## src/rtl/rr_mux_arbiter.sv

```systemverilog
// ---------------------------------------------------------------------------
// rr_mux_arbiter
//
// Four-requester round-robin arbiter with a burst-limited data multiplexer.
// The winner is chosen by searching upward from the slot after the last
// served requester, with wrap-around. A granted requester keeps the grant
// until it withdraws its request or completes MAX_BURST beats. On release
// the block re-arbitrates on the same edge, so continuously requesting
// masters are served back to back with no idle cycle between them.
//
// Handshake: a beat is transferred on every rising edge where
// out_valid==1 and ready==1. out_valid is combinational from the
// registered grant and the live request of the granted master. While
// ready==0 the grant, selection and beat count are held, and out_valid
// stays asserted as long as the granted master keeps requesting.
//
// Ports
//   clk        : sole clock, rising edge
//   rst        : synchronous, active-high reset
//   req[3:0]   : request per requester (bit i belongs to inp<i>)
//   inp0..inp3 : requester data, WIDTH bits each
//   ready      : downstream accepts the current beat
//   grant[3:0] : registered one-hot grant (all-zero when idle)
//   sel[1:0]   : registered index of the granted requester
//   out_valid  : out_data holds a valid beat
//   out_data   : data of the granted requester, zero when not valid
//
// The FSM state is held in the `state` register (IDLE/GRANT) so checkers
// can bind to it directly.
// ---------------------------------------------------------------------------
module rr_mux_arbiter #(
    parameter int WIDTH     = 4,
    parameter int MAX_BURST = 4
) (
    input  logic             clk,
    input  logic             rst,
    input  logic [3:0]       req,
    input  logic [WIDTH-1:0] inp0,
    input  logic [WIDTH-1:0] inp1,
    input  logic [WIDTH-1:0] inp2,
    input  logic [WIDTH-1:0] inp3,
    input  logic             ready,
    output logic [3:0]       grant,
    output logic [1:0]       sel,
    output logic             out_valid,
    output logic [WIDTH-1:0] out_data
);

    typedef enum logic {
        IDLE  = 1'b0,
        GRANT = 1'b1
    } state_t;

    localparam logic [3:0] LAST_BEAT = 4'(MAX_BURST - 1);

    state_t     state;
    state_t     state_nxt;
    logic [1:0] last;
    logic [1:0] last_nxt;
    logic [1:0] sel_nxt;
    logic [3:0] grant_nxt;
    logic [3:0] cnt;
    logic [3:0] cnt_nxt;

    logic [1:0] search_base;
    logic [1:0] cand;
    logic [1:0] winner;
    logic       win_found;
    logic       beat;
    logic       rel;

    // ------------------------------------------------------------------
    // Output datapath
    // ------------------------------------------------------------------
    assign out_valid = (state == GRANT) && req[sel];
    assign beat      = out_valid && ready;

    always_comb begin
        out_data = '0;
        if (out_valid) begin
            case (sel)
                2'd0:    out_data = inp0;
                2'd1:    out_data = inp1;
                2'd2:    out_data = inp2;
                default: out_data = inp3;
            endcase
        end
    end

    // ------------------------------------------------------------------
    // Round-robin search
    // ------------------------------------------------------------------
    // A release updates last to sel on the same edge it re-arbitrates, so
    // in GRANT the search starts after sel; in IDLE it starts after last.
    assign search_base = (state == GRANT) ? sel : last;

    // Offsets 1..4 from the base; offset 4 wraps to the base itself so a
    // sole requester that just finished a burst wins again immediately.
    always_comb begin
        winner    = 2'd0;
        win_found = 1'b0;
        cand      = 2'd0;
        for (int k = 1; k <= 4; k++) begin
            cand = search_base + 2'(k);
            if (!win_found && req[cand]) begin
                winner    = cand;
                win_found = 1'b1;
            end
        end
    end

    // Release on withdrawal, or on the beat that completes the burst.
    assign rel = (state == GRANT) && (!req[sel] || (beat && (cnt == LAST_BEAT)));

    // ------------------------------------------------------------------
    // Next-state logic
    // ------------------------------------------------------------------
    always_comb begin
        state_nxt = state;
        last_nxt  = last;
        sel_nxt   = sel;
        grant_nxt = grant;
        cnt_nxt   = cnt;
        case (state)
            IDLE: begin
                if (win_found) begin
                    state_nxt = GRANT;
                    sel_nxt   = winner;
                    grant_nxt = 4'b0001 << winner;
                    cnt_nxt   = 4'd0;
                end
            end
            GRANT: begin
                if (rel) begin
                    last_nxt = sel;
                    cnt_nxt  = 4'd0;
                    if (win_found) begin
                        sel_nxt   = winner;
                        grant_nxt = 4'b0001 << winner;
                    end else begin
                        state_nxt = IDLE;
                        grant_nxt = 4'b0000;
                    end
                end else if (beat) begin
                    cnt_nxt = cnt + 4'd1;
                end
            end
            default: begin
                state_nxt = IDLE;
                grant_nxt = 4'b0000;
            end
        endcase
    end

    // ------------------------------------------------------------------
    // State registers
    // ------------------------------------------------------------------
    // last resets to 3 so the first search after reset starts at index 0.
    always_ff @(posedge clk) begin
        if (rst) begin
            state <= IDLE;
            grant <= 4'b0000;
            sel   <= 2'b00;
            last  <= 2'b11;
            cnt   <= 4'd0;
        end else begin
            state <= state_nxt;
            grant <= grant_nxt;
            sel   <= sel_nxt;
            last  <= last_nxt;
            cnt   <= cnt_nxt;
        end
    end

endmodule
```

## config.mk

```make
export PLATFORM = sky130hd
export DESIGN_NAME = rr_mux_arbiter
export DESIGN_NICKNAME = d
export VERILOG_FILES = /design/src/rtl/rr_mux_arbiter.sv
export SDC_FILE = /design/constraint.sdc
export NUM_CORES = 1
export LEC_CHECK = 0
export ABC_AREA = 1
export CAP_MARGIN = 20
export CORE_MARGIN = 5
export CORE_UTILIZATION = 41
export CTS_CLUSTER_DIAMETER = 80
export CTS_CLUSTER_SIZE = 8
export DETAILED_ROUTE_END_ITERATION = 10
export GPL_TIMING_DRIVEN = 0
export PLACE_DENSITY = 0.68
export SYNTH_ARGS = -nofsm -noshare
export SYNTH_HDL_FRONTEND = slang
export SYNTH_SLANG_ARGS = --single-unit
```

## constraint.sdc

```tcl
create_clock -name clk -period 2.1 [get_ports clk]
set_input_delay 0.42 -clock clk [delete_from_list [all_inputs] [get_ports clk]]
set_output_delay 0.42 -clock clk [all_outputs]
set_load 0.005 [all_outputs]
```

**Run 1: sizing map**

Scale: 8 px per µm.
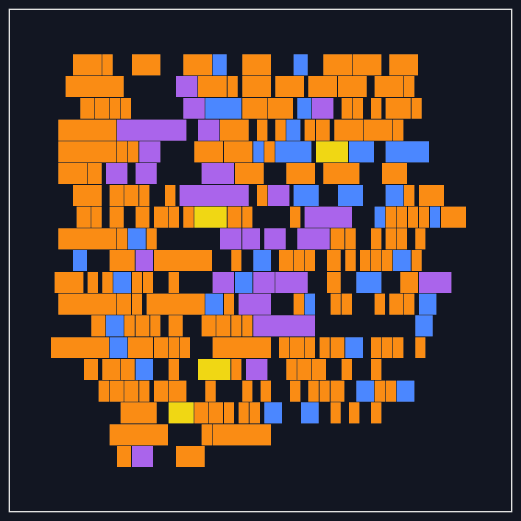
| color | size | cells | share |
|---|---|---|---|
| purple | drive 3 to 4 | 25 | 11% |
| yellow | drive 6 and up | 4 | 1.7% |
| orange | drive 1 or less | 175 | 74% |
| blue | drive 2 | 33 | 14% |

**Run 1: signal wires on met2**

Scale: 6 px per µm.
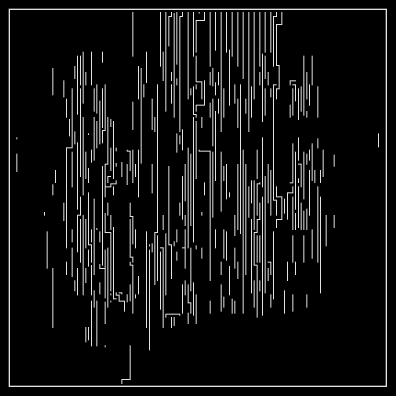
nets with wire on the layer: 217
share of all routed wire: 53%
WL final: 3.32 mm
M2 GR Usage: 32.5%
Vias: 1371

**Run 1: a small window of the routed layout**

Window x 19 to 44, y 19 to 44 µm. Cells in gray, sequential cells in the stronger gray; small squares are vias.
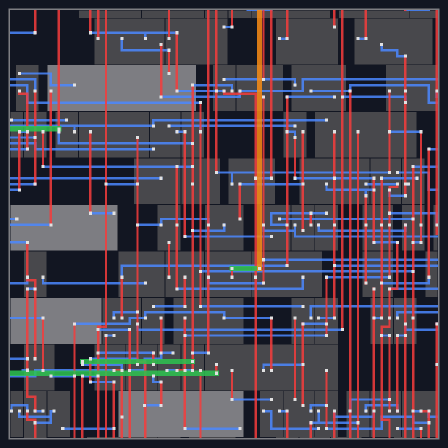
| color | layer |
|---|---|
| blue | met1 |
| green | met3 |
| orange | met4 |
| red | met2 |
sequential cells in the window: 4
most frequent: nand2_1 (15), nand3_1 (6)
cells with their middle in the window: 60

==> results.txt, run 1 <==
min-delay src - grant[0]
drt drc - 0
Setup WS post-layout - 44.5 ps
antenna-violating nets left - 0
Pwr Total - 1.88 mW
critical path data required time - 1680 ps
clock-net power - 0.163 mW
Die H - 62.6 µm
Worst R2R Setup Slack - 150 ps
DR pass1 iterations - 4
Chip Area, Yosys - 0.00113 mm²
Gate power share - 69.9%
R2R depth - 13
global-route track usage on met1 - 18.2%
Psw - 0.927 mW
Bufs and invs on worst path - 3
cell count along the critical path - 9
reg2reg start - sel[0]
Post-Synth AOI/OAI Area - 15.2%
fin util - 61.2%
diode count - 0
initial antenna violation count - 0
uppermost layer routed - met4
Clk pin slew, worst setup/hold paths - 80 ps
Vias/cell - 5.12
clock root cell - clkbuf_4
flop share of the area - 16.2%
# Taps - 31
Syn Nets - 212
design area - 0.00166 mm²
DP Area - 0.00150 mm²
Hold Path Sink - grant[0]
Post-Synthesis Cell Area - 0.00113 mm²
top flop regs - cnt (4), grant (4)
core area - 0.00271 mm²
Met2 Wirelength - 1.76 mm
gr usage total - 17.0%
count leader, synth - nand2_1
top power group - combinational cells
number of logic gates - 152
Commonest Layout Cell - nand2_1
WL per Instance - 12.4 µm
Sequential Power Share - 21.4%
ClkCell Share - 1.58%
Crit path top cell by count - o21ai_2
Max clock buf depth - 2
unrepaired setup endpoints after global routing - yes
Comb/total area - 49.2%
tool warning count - 27
Largest area class, layout - combinational gates
busiest grt layer - met2
Mux area share - 0%
Seq cells - 13
Worst Hold Class - reg -> reg
Area leader share - 22.9%
Clock Skew - 5.61 ps
# Max-Cap Violations - 0
status - finished clean
Cell area leaders - dfxtp_1 23%, nand2_1 21%, nand2_2 7.2%, a21oi_1 7.1%, nand3_1 6.2%
Max Slew Vio Count - 0
Synth area leader - dfxtp_1
die width - 62.6 µm
max incr delay on CP - 390 ps
number of enable flip-flop cells - 0
switching part of the total power - 49.3%
port bufs - 33
Power Dens Cells - 1130 mW/mm²
Synth Warn # - 0
internal power - 0.954 mW
Commonest cells post-synth - 65 x nand2_1, 16 x a21oi_1, 16 x inv_1, 14 x nand3_1, 14 x nor2_1
Seq/Total Area, Yosys - 22.9%
global-route wire length before repair - 5.60 mm
worst vdd ir - 0.000942 V
critical path type - reg -> out
# clk buffers - 4
minimum period implied by the final worst setup slack - 2060 ps
crit path launch - sel[0]
met3 GRT Util - 2.52%
Top cells excl fill/tap - 63 x nand2_1, 24 x clkdlybuf4s50_1, 15 x a21oi_1
endpoints failing setup - 0
number of non-clock buffers - 48
Post-Place Setup Slack - -474 ps
Reg-to-Reg End - sel[0]
1st-iter DRT viols - 101
Logic cell area - 816 µm²
num ports - 34
Post-CTS Setup Bufs - 12
share of layout cells above drive strength 1 - 26.2%
Logic inverters - 20
critical path fanouts, max - 7
Dominant Register Cell - dfxtp_1
clock buffers created by TritonCTS - 3
**Run 1: track usage over the die**

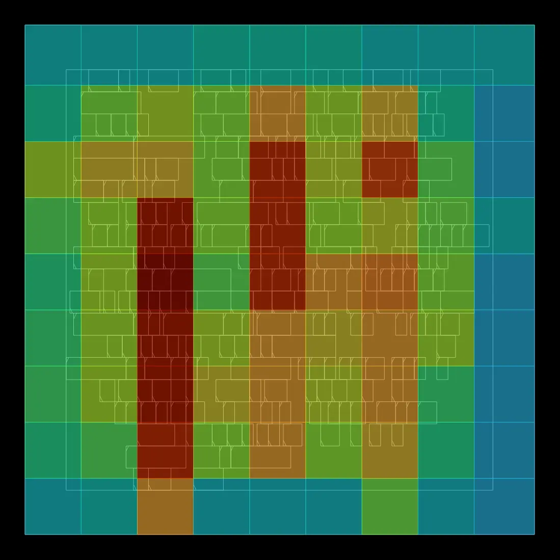

--- run 2 (diff from run 1) ---
- CTS_CLUSTER_DIAMETER: 80 -> 60
- MAX_ROUTING_LAYER: not set -> met4
**Run 2: track usage over the die**

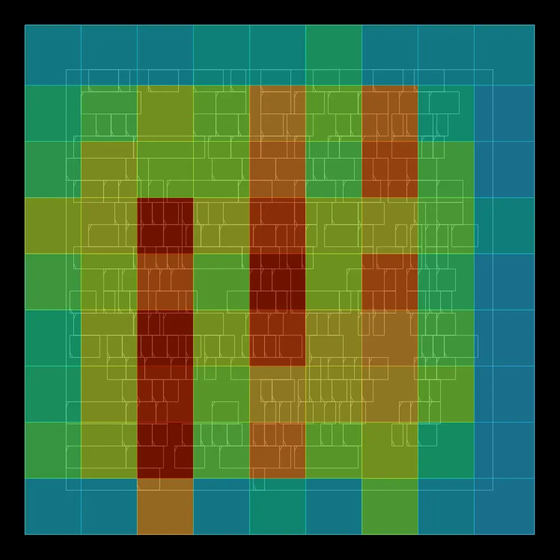
global-route track usage on met1: 21.4%
gr usage total: 18.5%
fin util: 60.9%
M2 GR Usage: 32.4%

**Run 2: sizing map**

Scale: 8 px per µm.
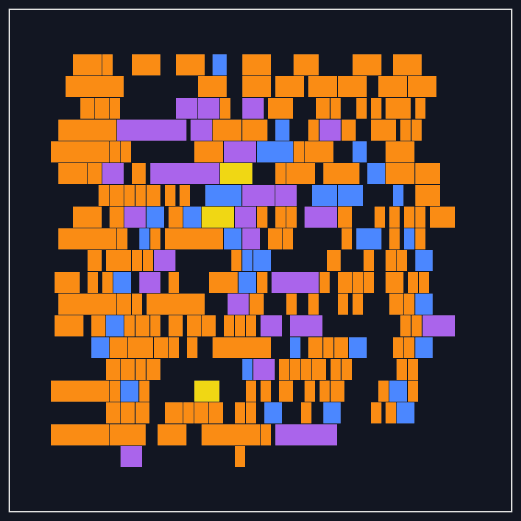
| color | size | cells | share |
|---|---|---|---|
| yellow | drive 6 and up | 3 | 1.3% |
| blue | drive 2 | 32 | 14% |
| orange | drive 1 or less | 177 | 75% |
| purple | drive 3 to 4 | 25 | 11% |
area grow syn2layout: 45.5%
Setup WS post-layout: 26.8 ps
design area: 0.00165 mm²
number of non-clock buffers: 48

==> run 2 against run 1 <==
Net effect: critical path depth decreased by 3; total power shrank 1.6%; non-clock buffer count is the same; global-route usage is 1.5 points higher; routed wire length grew 0.18%; first-iteration DRC count fell by 29%; maximum frequency fell by 0.85%.
==> results.txt, run 2 <==
status - finished clean
clock buffers created by TritonCTS - 3
Worst R2R Setup Slack - 250 ps
Logic inverters - 20
# clk buffers - 4
1st-iter DRT viols - 72
Gate power share - 69.7%
R2R depth - 14
WL final - 3.33 mm
number of enable flip-flop cells - 0
setup tns final - 0 ps
Bufs and invs on worst path - 2
Commonest cells post-synth - 65 x nand2_1, 16 x a21oi_1, 16 x inv_1, 14 x nand3_1, 14 x nor2_1
Synth Warn # - 0
Pwr Total - 1.85 mW
Top cells excl fill/tap - 63 x nand2_1, 24 x clkdlybuf4s50_1, 16 x a21oi_1
Syn Nets - 212
Seq/Total Area, Yosys - 22.9%
num ports - 34
crit path launch - sel[0]
syn_area_per_cell - 6.04 µm²
uppermost layer routed - met4
unrepaired setup endpoints after global routing - yes
Critical Path Sink - out_data[3]
Hold Path Sink - grant[0]
combinational power - 1.29 mW
non-clk buf share - 25.9%
switching part of the total power - 48.7%
endpoints failing setup - 0
Vias - 1370
top flop regs - cnt (4), grant (4)
internal power - 0.949 mW
Post-Place Setup Slack - -461 ps
Cell area leaders - dfxtp_1 23%, nand2_1 21%, nand2_2 7.2%, a21oi_1 7.1%, nand3_1 6.2%
vias in the first global route - 1389
count leader, synth - nand2_1
core area - 0.00271 mm²
Cell Count, Final, Fillers Out - 268
reg2reg start - state
max incr delay on CP - 420 ps
flop share of the area - 16.2%
Die H - 62.6 µm
DR pass1 iterations - 4
Synth area leader - dfxtp_1
met3 GRT Util - 1.98%
Largest area class, layout - combinational gates
critical path data required time - 1680 ps
clock-net power - 0.156 mW
drt drc - 0
worst vdd ir - 0.000827 V
DP Area - 0.00150 mm²
Mux area share - 0%
Logic cell area - 808 µm²
number of logic gates - 152
initial antenna violation count - 0
antenna-violating nets left - 0
# Max-Cap Violations - 0
busiest grt layer - met2
# Taps - 31
Reg-to-Reg End - grant[2]
die width - 62.6 µm
Commonest Layout Cell - nand2_1
Seq cells - 13
Area leader share - 22.9%
clock root cell - clkbuf_4
top power group - combinational cells
Chip Area, Yosys - 0.00113 mm²
Vias/cell - 5.11
global-route wire length before repair - 5.99 mm
WL per Instance - 12.4 µm
critical path type - reg -> out
Max clock buf depth - 2
Sequential Power Share - 21.8%
Psw - 0.902 mW
Power Dens Cells - 1120 mW/mm²
Worst Hold Class - reg -> reg
Met2 Wirelength - 1.74 mm
port bufs - 33
critical path fanouts, max - 7
share of layout cells above drive strength 1 - 25.3%
Max Slew Vio Count - 0
cell count along the critical path - 6
Clock Skew - 4.25 ps
Dominant Register Cell - dfxtp_1
ClkCell Share - 1.59%
Comb/total area - 48.9%
Clk pin slew, worst setup/hold paths - 70 ps
min-delay src - grant[0]
diode count - 0
minimum period implied by the final worst setup slack - 2070 ps
Post-Synth AOI/OAI Area - 15.2%
gpl congestion - 0.834
tool warning count - 27
Post-CTS Setup Bufs - 11
Post-Synthesis Cell Area - 0.00113 mm²
--- run 3 (diff from run 2) ---
- CTS_CLUSTER_DIAMETER: 60 -> 30
**Run 3: sizing map**

Scale: 8 px per µm.
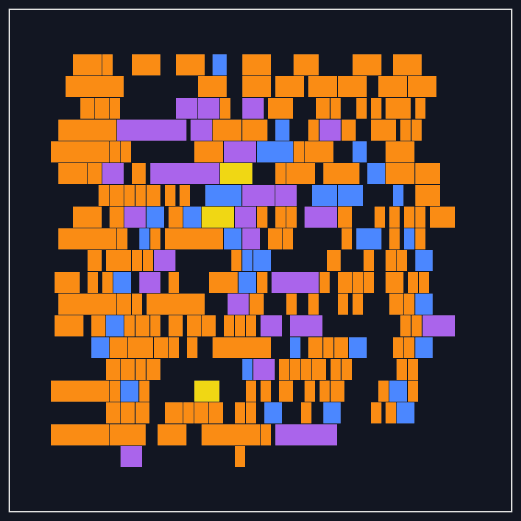
| color | size | cells | share |
|---|---|---|---|
| orange | drive 1 or less | 177 | 75% |
| purple | drive 3 to 4 | 25 | 11% |
| blue | drive 2 | 32 | 14% |
| yellow | drive 6 and up | 3 | 1.3% |

**Run 3: sequential cells colored by netlist name**

Scale: 6 px per µm.
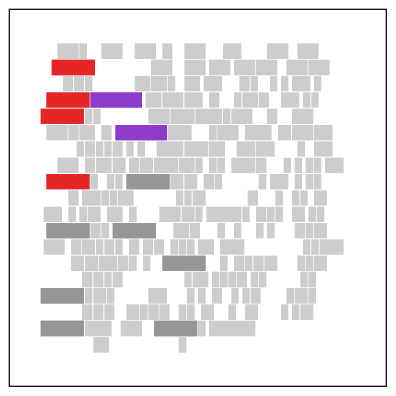
| color | name in the netlist | flops |
|---|---|---|
| red | grant | 4 |
| purple | sel | 2 |
not colored: 7
seq pwr: 0.404 mW
flop share of the area: 16.2%
register cell area after layout: 268 µm²

==> run 3 against run 2 <==
Net effect: count of clock-buffer cells in the layout stayed put; register-to-register slack hardly changed; clock skew stayed put; sequential share of layout area stayed put; largest cell class unchanged; largest power group unchanged.
==> results.txt, run 3 <==
max incr delay on CP - 420 ps
met3 GRT Util - 1.98%
clock root cell - clkbuf_4
gr usage total - 18.5%
worst vdd ir - 0.000827 V
Logic inverters - 20
Critical Path Sink - out_data[3]
area grow syn2layout - 45.5%
# clk buffers - 4
global-route wire length before repair - 5.99 mm
Clk pin slew, worst setup/hold paths - 70 ps
setup tns final - 0 ps
Setup WS post-layout - 26.8 ps
endpoints failing setup - 0
number of enable flip-flop cells - 0
number of logic gates - 152
top power group - combinational cells
Largest logic family - simple AND/OR/NAND/NOR gates
Top cells excl fill/tap - 63 x nand2_1, 24 x clkdlybuf4s50_1, 16 x a21oi_1
Met2 Wirelength - 1.74 mm
clock-net power - 0.156 mW
drt drc - 0
clock buffers created by TritonCTS - 3
global-route track usage on met1 - 21.4%
min-delay src - grant[0]
vias in the first global route - 1389
R2R depth - 14
Vias - 1370
num ports - 34
Post-CTS Setup Bufs - 11
Commonest Layout Cell - nand2_1
minimum period implied by the final worst setup slack - 2070 ps
Post-Synth AOI/OAI Area - 15.2%
ClkCell Share - 1.59%
busiest grt layer - met2
top flop regs - cnt (4), grant (4)
Logic cell area - 808 µm²
Seq/Total Area, Yosys - 22.9%
Post-Synthesis Cell Area - 0.00113 mm²
critical path fanouts, max - 7
Commonest cells post-synth - 65 x nand2_1, 16 x a21oi_1, 16 x inv_1, 14 x nand3_1, 14 x nor2_1
Post-Place Setup Slack - -461 ps
cell count along the critical path - 6
gpl congestion - 0.834
Sequential Power Share - 21.8%
critical path data required time - 1680 ps
internal power - 0.949 mW
highest clock rate - 0.482 GHz
fin util - 60.9%
combinational power - 1.29 mW
reg2reg start - state
Comb/total area - 48.9%
# Taps - 31
Syn Nets - 212
Cell Count, Final, Fillers Out - 268
crit path launch - sel[0]
count leader, synth - nand2_1
Adder Area Share - 1.10%
design area - 0.00165 mm²
# Max-Cap Violations - 0
DP Area - 0.00150 mm²
WL per Instance - 12.4 µm
Mux area share - 0%
Largest area class, layout - combinational gates
WL final - 3.33 mm
Synth area leader - dfxtp_1
unrepaired setup endpoints after global routing - yes
post-synthesis cell type count - 28
Reg-to-Reg End - grant[2]
Max clock buf depth - 2
diode count - 0
Clock Skew - 4.25 ps
DRT met1 WL - 1.44 mm
row cnt - 19
initial antenna violation count - 0
port bufs - 33
number of non-clock buffers - 48
Worst R2R Setup Slack - 250 ps
die width - 62.6 µm
uppermost layer routed - met4
Dominant Register Cell - dfxtp_1
Chip Area, Yosys - 0.00113 mm²
Worst Hold Class - reg -> reg
Psw - 0.902 mW
Die H - 62.6 µm
non-clk buf share - 25.9%
share of layout cells above drive strength 1 - 25.3%
DR pass1 iterations - 4
1st-iter DRT viols - 72
Bufs and invs on worst path - 2
Area leader share - 22.9%
Gate power share - 69.7%
Hold Path Sink - grant[0]
status - finished clean
Synth Warn # - 0
switching part of the total power - 48.7%
critical path type - reg -> out
M2 GR Usage - 32.4%
Max Slew Vio Count - 0
antenna-violating nets left - 0
Vias/cell - 5.11
Seq cells - 13
tool warning count - 27
core area - 0.00271 mm²
Cell area leaders - dfxtp_1 23%, nand2_1 21%, nand2_2 7.2%, a21oi_1 7.1%, nand3_1 6.2%
syn_area_per_cell - 6.04 µm²
Power figures rest on the tool's default switching activity, not on a simulated workload.
